==> config.mk <==
export PLATFORM = sky130hd
export DESIGN_NAME = arbitro_rr_flat
export DESIGN_NICKNAME = d
export VERILOG_FILES = /design/src/rtl/arbitro_rr_pkg.sv /design/src/rtl/arbitro_rr_if.sv /design/src/rtl/arbitro_rr_pick.sv /design/src/rtl/arbitro_rr.sv /design/src/flat_wrapper.sv
export SDC_FILE = /design/constraint.sdc
export NUM_CORES = 1
export LEC_CHECK = 0
export ABC_AREA = 0
export ABC_CLOCK_PERIOD_IN_PS = 4100
export CORE_MARGIN = 2
export CORE_UTILIZATION = 41
export DETAILED_ROUTE_END_ITERATION = 16
export PLACE_DENSITY = 0.84
export SLEW_MARGIN = 20
export SYNTH_ARGS = -nofsm -noshare
export SYNTH_HDL_FRONTEND = slang
export SYNTH_SLANG_ARGS = --single-unit
==> constraint.sdc <==
create_clock -name clk -period 4.1 [get_ports clk]
set_input_delay 0.41 -clock clk [delete_from_list [all_inputs] [get_ports clk]]
set_output_delay 0.41 -clock clk [all_outputs]
set_load 0.02 [all_outputs]
M2 wires:
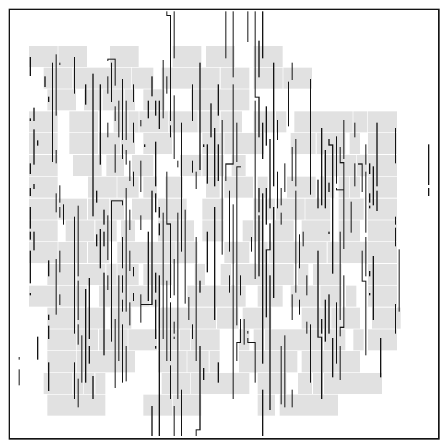
177 nets have wire on it. The wires run mostly vertical.
grt met2 use: 35.19%
Total Wirelength: 2769 um
DR vias: 1,065

Met1 routing:
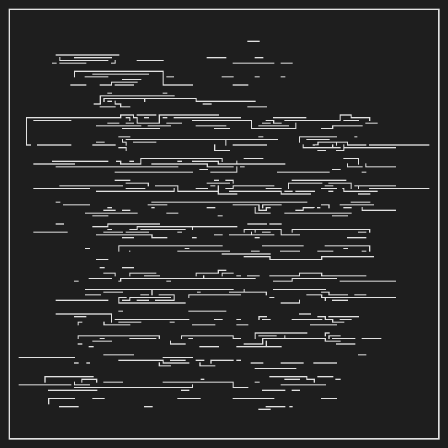
The longest straight run is 19.3 um. The wires run mostly horizontal. 166 nets have wire on it. The layer holds 42% of the routed length.
GR Util met1: 25.34%

The clock network:
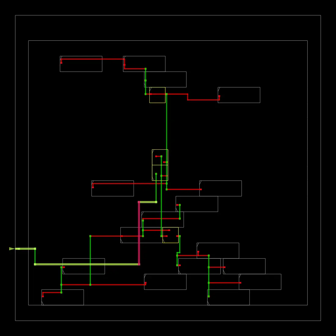
Max Clock Skew: 1.328 ps
CTS Sinks: 17
P_clk: 95.6 uW

Sizing map:
Scale bar: 20 um.
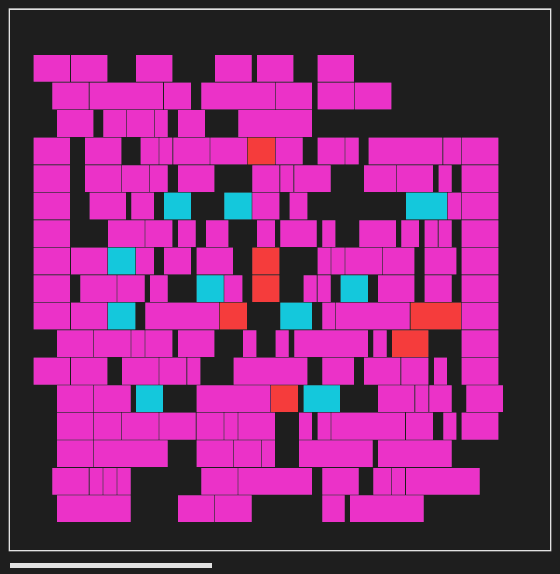
_2 cells: marked cyan, cells 10, share 5.9%. _0 and _1 cells: marked magenta, cells 153, share 90%. _3 and _4 cells: marked red, cells 7, share 4.1%.
final setup margin: 308.8 ps
Plain + repair buffers: 55

==> CHANGELOG.md <==
## Implementation

* Status: complete, no violations
* Final setup viols at 0
* Cells in synth_stat.txt at ~120
* First-pass GRT wire length at about 4400 um
* Slowest cell on the critical path: mux2i_1
* Number of global-route vias before repair at 1,057
* Post-synth seq share at approximately a third
* Synth warn at 0
* Setup CP Type: flip-flop to output port
* Placed cells at 194
* OpenROAD warning count at 26
* Final std cells w/o fill at ~200
* Cell count after synthesis at ~120
* CTS tree: yes
* Ys flops at 17
* Clk Latency, worst-skew pair at 290 ps
* Critical path depth at 6
* MI comb area at 605.6 um^2
* Syn Area/Cell at approximately 8.5 um^2
* Reg clk slew, reported paths at 110 ps
* Largest net degree at the start of global routing at 18
* Maximum VDD drop at approximately 0.18 mV
* Synthesized cell area at 999.7 um^2
* Critical Path Start Type: flip-flop
* Floorplan row count at 17
* Worst Hold Class: flip-flop to flip-flop
* Antenna diodes at 0
* Initial detailed-routing violation count at 10
* Hold Violations, Final at 0
* Remaining antenna violation count at 0
* Filler instances at about 190
* Yosys chip area at roughly 1000 um^2
* Crit-path leading delay family: multiplexers
* Period Utilization, post-route at 92.47%
* Buffer levels on the longest clock path at 2
* Max_cap viols at 0
* # Post-CTS Setup Buffers at 0
* Synth-to-Final Area Change at 56.70%
* FMAX at roughly 260 MHz
* Post-route DRC violation count at 0
==> synth_stat cells <==
library cell | count | area (um^2)
buf_12 | 1 | 20.02
xor2_1 | 1 | 8.760
o311ai_0 | 1 | 8.760
nor3_1 | 1 | 5.000
nor3_2 | 1 | 10.01
a21boi_0 | 8 | 60.06
nor2b_4 | 1 | 13.76
o311a_2 | 1 | 11.26
a211o_1 | 1 | 8.760
o32ai_1 | 1 | 8.760
and2b_4 | 1 | 10.01
o21ai_0 | 9 | 45.04
and3_1 | 2 | 12.51
nand2_1 | 21 | 78.83
and2_1 | 1 | 6.260
mux2i_1 | 12 | 120.1
a211oi_1 | 2 | 15.01
o211ai_1 | 8 | 60.06
clkbuf_1 | 4 | 15.01
inv_1 | 2 | 7.510
and3_2 | 7 | 52.55
o21bai_1 | 1 | 7.510
o211a_1 | 1 | 10.01
dfxtp_1 | 17 | 340.3
a21oi_1 | 1 | 5.000
buf_6 | 1 | 11.26
and2b_2 | 1 | 8.760
nor2b_1 | 2 | 12.51
nor2_1 | 7 | 26.28
==> cell families after synthesis <==
group | count (synthesis) | share of synthesized area (%)
mux | 12 | 12.02
xor+xnor | 1 | 0.8763
flops | 17 | 34.04
buf+inv | 8 | 5.382
simple gates | 45 | 23.65
compound gates | 34 | 24.03
==> power breakdown <==
group | leakage, nW | internal [mW] | switching (mW) | total (mW)
clock | 0.0139 | 0.0370 | 0.0585 | 0.0956
sequential | 0.140 | 0.180 | 0.00909 | 0.189
combinational | 0.491 | 0.0879 | 0.0718 | 0.160
total | 0.645 | 0.305 | 0.139 | 0.444
==> layer usage <==
metal | GRT usage [%] | part of all wire [%] | up-vias
li1 | - | - | 528
met2 | 35.19 | 46 | 54
met5 | 0 | 0 | -
met3 | 5.367 | 9.5 | 8
met4 | 8.974 | 1.8 | 0
met1 | 25.34 | 42 | 475
==> layout make-up <==
| type | count | area share (%) |
|---|---|---|
| clock buffers | 3 | 1.438 |
| inverters | 2 | 0.4792 |
| clock inverters | 1 | 0.4792 |
| repair buffers | 55 | 34.98 |
| well taps | 28 | 2.236 |
| flip-flops and latches | 17 | 21.73 |
| multi-input cells | 92 | 38.66 |
==> worst min-delay path: cells and delay by family, from the launching register on <==
| kind | cells | cell delay [ps] |
|---|---|---|
| AND/OR/NAND/NOR | 2 | 90 |
| flip-flops | 1 | 330 |
No activity file was given, so power comes from the tool's default toggle rates.
